**src/rtl/summator_serial_nbit_if.sv**
```systemverilog
// rtl/summator_serial_nbit_if.sv - operand/strobe and result bundle for the bit-serial adder
interface summator_serial_nbit_if #(
  parameter int WIDTH = 8
);
  logic [WIDTH-1:0] input_number0;
  logic [WIDTH-1:0] input_number1;
  logic             input_mode_sub;
  logic             input_write_enabled;
  logic [WIDTH-1:0] output_sum;
  logic             output_carry;
  logic             output_overflow;
  logic             output_calculated;
  logic             output_busy;

  modport master (
    output input_number0, input_number1, input_mode_sub, input_write_enabled,
    input  output_sum, output_carry, output_overflow, output_calculated, output_busy
  );

  modport slave (
    input  input_number0, input_number1, input_mode_sub, input_write_enabled,
    output output_sum, output_carry, output_overflow, output_calculated, output_busy
  );
endinterface

```
**src/rtl/summator_serial_nbit.sv**
```systemverilog
// rtl/summator_serial_nbit.sv - WIDTH-bit serial add/sub through one full-adder slice, LSB first
module summator_serial_nbit #(
  parameter int WIDTH         = 8,
  parameter int serial_number = 0
) (
  input logic                  input_clk,
  input logic                  input_reset,
  summator_serial_nbit_if.slave bus
);

  localparam int CW = $clog2(WIDTH + 1);

  // Reject degenerate widths and negative instance ids at elaboration.
  if (WIDTH < 1 || serial_number < 0) begin : g_param_check
    $error("summator_serial_nbit: WIDTH must be >= 1 and serial_number >= 0");
  end

  typedef enum logic [1:0] {
    IDLE  = 2'd0,
    SHIFT = 2'd1,
    DONE  = 2'd2
  } state_t;

  state_t           r_state;
  state_t           w_state_next;
  logic [CW-1:0]    r_cnt;
  logic [WIDTH-1:0] r_a;
  logic [WIDTH-1:0] r_b;
  logic             r_c;
  logic [WIDTH-1:0] r_psum;
  logic [WIDTH-1:0] r_sum;
  logic             r_carry;
  logic             r_overflow;

  logic             w_start;
  logic             w_last;
  logic             w_s;
  logic             w_cout;

  // A start is only honoured when no computation is running (IDLE or DONE).
  assign w_start = bus.input_write_enabled && (r_state != SHIFT);
  assign w_last  = (r_cnt == CW'(WIDTH - 1));

  // Single full-adder slice working on the current LSBs.
  assign w_s    = r_a[0] ^ r_b[0] ^ r_c;
  assign w_cout = (r_a[0] & r_b[0]) | (r_a[0] & r_c) | (r_b[0] & r_c);

  assign bus.output_sum        = r_sum;
  assign bus.output_carry      = r_carry;
  assign bus.output_overflow   = r_overflow;
  assign bus.output_calculated = (r_state == DONE);
  assign bus.output_busy       = (r_state == SHIFT);

  // State register.
  always_ff @(posedge input_clk or negedge input_reset) begin
    if (!input_reset) begin
      r_state <= IDLE;
    end else begin
      r_state <= w_state_next;
    end
  end

  // Next-state decode: DONE lasts one cycle unless a back-to-back start arrives.
  always_comb begin
    w_state_next = r_state;
    case (r_state)
      IDLE:    if (w_start) w_state_next = SHIFT;
      SHIFT:   if (w_last) w_state_next = DONE;
      DONE:    w_state_next = w_start ? SHIFT : IDLE;
      default: w_state_next = IDLE;
    endcase
  end

  // Operand capture, serial datapath and result registers.
  always_ff @(posedge input_clk or negedge input_reset) begin
    if (!input_reset) begin
      r_cnt      <= '0;
      r_a        <= '0;
      r_b        <= '0;
      r_c        <= 1'b0;
      r_psum     <= '0;
      r_sum      <= '0;
      r_carry    <= 1'b0;
      r_overflow <= 1'b0;
    end else if (w_start) begin
      // Subtraction is A + ~B + 1: invert B and seed the carry with 1.
      r_cnt  <= '0;
      r_a    <= bus.input_number0;
      r_b    <= bus.input_number1 ^ {WIDTH{bus.input_mode_sub}};
      r_c    <= bus.input_mode_sub;
      r_psum <= '0;
    end else if (r_state == SHIFT) begin
      r_cnt  <= r_cnt + 1'b1;
      r_a    <= r_a >> 1;
      r_b    <= r_b >> 1;
      r_c    <= w_cout;
      r_psum <= WIDTH'({w_s, r_psum} >> 1);
      if (w_last) begin
        // r_c here is the carry into the MSB, so overflow is c_in(MSB) ^ c_out(MSB).
        r_sum      <= WIDTH'({w_s, r_psum} >> 1);
        r_carry    <= w_cout;
        r_overflow <= r_c ^ w_cout;
      end
    end
  end

endmodule

```
**src/flat_wrapper.sv**
```systemverilog
// flat-port wrapper written by rule: the top's interface ports become plain ports
module summator_serial_nbit_flat 
#(
  parameter int WIDTH         = 8,
  parameter int serial_number = 0
)
  (input_clk, input_reset, bus_input_number0, bus_input_number1, bus_input_mode_sub, bus_input_write_enabled, bus_output_sum, bus_output_carry, bus_output_overflow, bus_output_calculated, bus_output_busy);
  summator_serial_nbit_if #(.WIDTH(WIDTH)) bus_i ();
  input logic input_clk;
  input logic input_reset;
  input wire logic [$bits(bus_i.input_number0)-1:0] bus_input_number0;
  input wire logic [$bits(bus_i.input_number1)-1:0] bus_input_number1;
  input wire logic [$bits(bus_i.input_mode_sub)-1:0] bus_input_mode_sub;
  input wire logic [$bits(bus_i.input_write_enabled)-1:0] bus_input_write_enabled;
  output wire logic [$bits(bus_i.output_sum)-1:0] bus_output_sum;
  output wire logic [$bits(bus_i.output_carry)-1:0] bus_output_carry;
  output wire logic [$bits(bus_i.output_overflow)-1:0] bus_output_overflow;
  output wire logic [$bits(bus_i.output_calculated)-1:0] bus_output_calculated;
  output wire logic [$bits(bus_i.output_busy)-1:0] bus_output_busy;
  assign bus_i.input_number0 = bus_input_number0;
  assign bus_i.input_number1 = bus_input_number1;
  assign bus_i.input_mode_sub = bus_input_mode_sub;
  assign bus_i.input_write_enabled = bus_input_write_enabled;
  assign bus_output_sum = bus_i.output_sum;
  assign bus_output_carry = bus_i.output_carry;
  assign bus_output_overflow = bus_i.output_overflow;
  assign bus_output_calculated = bus_i.output_calculated;
  assign bus_output_busy = bus_i.output_busy;
  summator_serial_nbit #(.WIDTH(WIDTH), .serial_number(serial_number)) u_core (.input_clk(input_clk), .input_reset(input_reset), .bus(bus_i));
endmodule
```
**config.mk**
```make
export PLATFORM = sky130hd
export DESIGN_NAME = summator_serial_nbit_flat
export DESIGN_NICKNAME = d
export VERILOG_FILES = /design/src/rtl/summator_serial_nbit_if.sv /design/src/rtl/summator_serial_nbit.sv /design/src/flat_wrapper.sv
export SDC_FILE = /design/constraint.sdc
export NUM_CORES = 1
export LEC_CHECK = 0
export ABC_AREA = 1
export CORE_MARGIN = 2
export CORE_UTILIZATION = 56
export DETAILED_ROUTE_END_ITERATION = 12
export PLACE_DENSITY = 0.84
export SLEW_MARGIN = 20
export SYNTH_ARGS = -nofsm -noshare
export SYNTH_HDL_FRONTEND = slang
export SYNTH_SLANG_ARGS = --single-unit
```
**constraint.sdc**
```tcl
create_clock -name input_clk -period 3.1 [get_ports input_clk]
set_input_delay 0.62 -clock input_clk [delete_from_list [all_inputs] [get_ports input_clk]]
set_output_delay 0.62 -clock input_clk [all_outputs]
set_load 0.005 [all_outputs]
```
Local utilization:
The die is cut into 6 by 6 equal tiles; black is low, pale yellow is high, 0 to 100% covered.
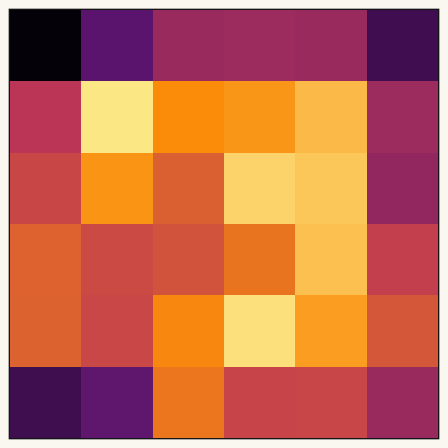
nearly empty tiles: 2.8%
fullest tile: 95%
tiles over 75% full: 25%
mean over tiles: 57%

M3 wires:
Bar = 20 um.
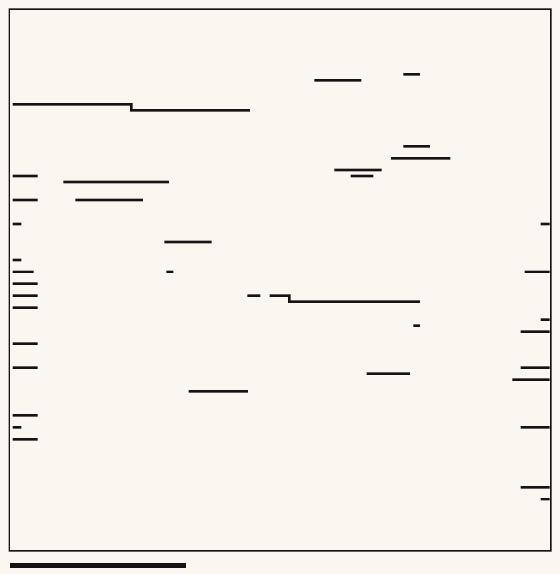
longest straight run: 14.7 um
wire length on this layer: 152 um

Wires at chosen ports, followed through buffers:
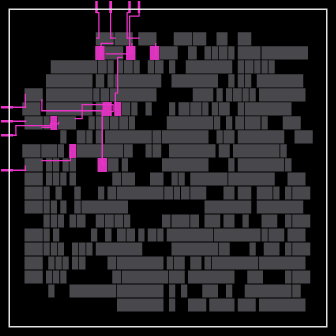
[bus_input_number0] magenta | bits: 8 | direction: input | end cells: 8 | buffers: 8 | wire: 126 um
Top Ports: 32
count of buffers from port buffering: 31

Gate-type map:
Bar = 20 um.
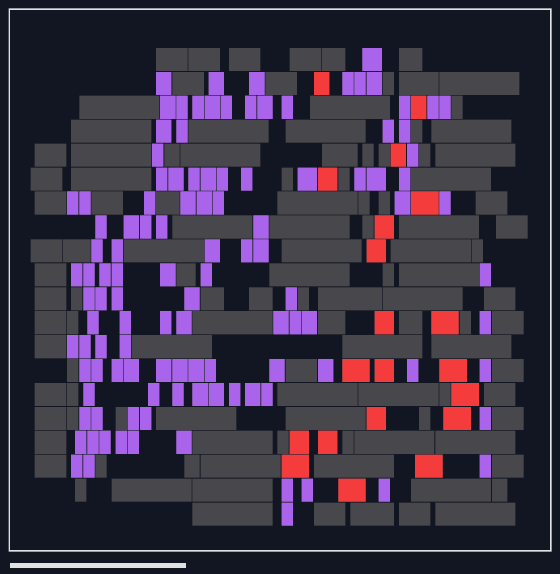
[aoi and oai cells] red | cells: 20
[nand cells] purple | cells: 114

Cell outlines without signal wires:
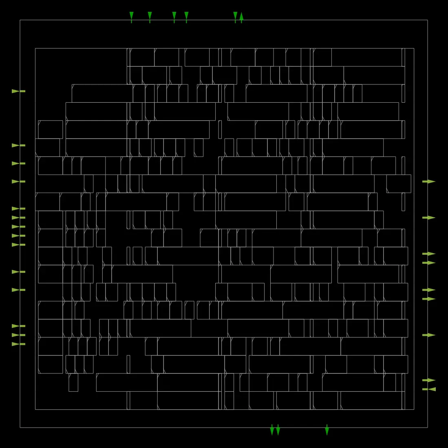
Layout Cells excl Fill: 291
fill cell total of the finished layout: 258
share of the core filled with cells in the final layout: 0.7149

==> flow_summary.ini <==
; synthesis and place-and-route metrics
[status]
outcome = finished, final reports clean

[cts]
post_cts_clock_slew_at_the_launch_and_capture_registers_of_the_worst_setup_and_hold_paths_ps = 110
max-clock-path-buffers = 2
cts_htree_levels = 2

[final_layout]
number_of_flip_flops_and_latches = 40
nMultiInputCombCells = 143
most-common-layout-cells = sky130_fd_sc_hd__nand2_1 (79), sky130_fd_sc_hd__dfrtp_1 (40), sky130_fd_sc_hd__nand3_1 (32)
antenna_cells = 0
final-comb-area_um2 = 698.2

[setup_path]
worst_path_dominant_cell_family = buffers and inverters
crit_fanout = 3
worst-r2r-cell-count = 6
path_cells = inv_1, nor2_1, clkdlybuf4s50_1
crit_arrival_ps = 1460
rr_startpoint = u_core.r_state[0]
setup.worst_path.start_class = flop
setup.worst_path.end_class = output pin

[grt]
grt_use_met1 = 0.2604
grt-ovfl-total = 0
first_global_vias = 1364
grt.met2_usage = 0.3495
grt_resource_usage_total = 0.2084
grt_util_met3 = 0.05462

[power]
pg_clk_w = 0.000267
internal-power_w = 0.001193
swShare = 0.3689
static_leakage_nw = 1.122
p_seq_w = 0.000856
p_per_cell_area_mw_per_mm2 = 852.0

[yosys]
yosys-dominant-comb-family = simple AND/OR/NAND/NOR gates
synth_async_sr_flop_share = 1.000
yosysSeqAreaShare = 0.5427
syn_inst = 216
post_synth_main_area_contributors = sky130_fd_sc_hd__dfrtp_1 (54%), sky130_fd_sc_hd__nand2_1 (16%), sky130_fd_sc_hd__nand3_1 (8.7%)
synthMuxAreaShare = 0

[sta]
totalNegativeSetupSlack_ps = 0
fmaxAchievable_ghz = 0.4819
final-hold-violation-count = 0

[job]
warning_count = 26

[placement]
dp_area_mm2 = 0.002157

[die]
rows = 20
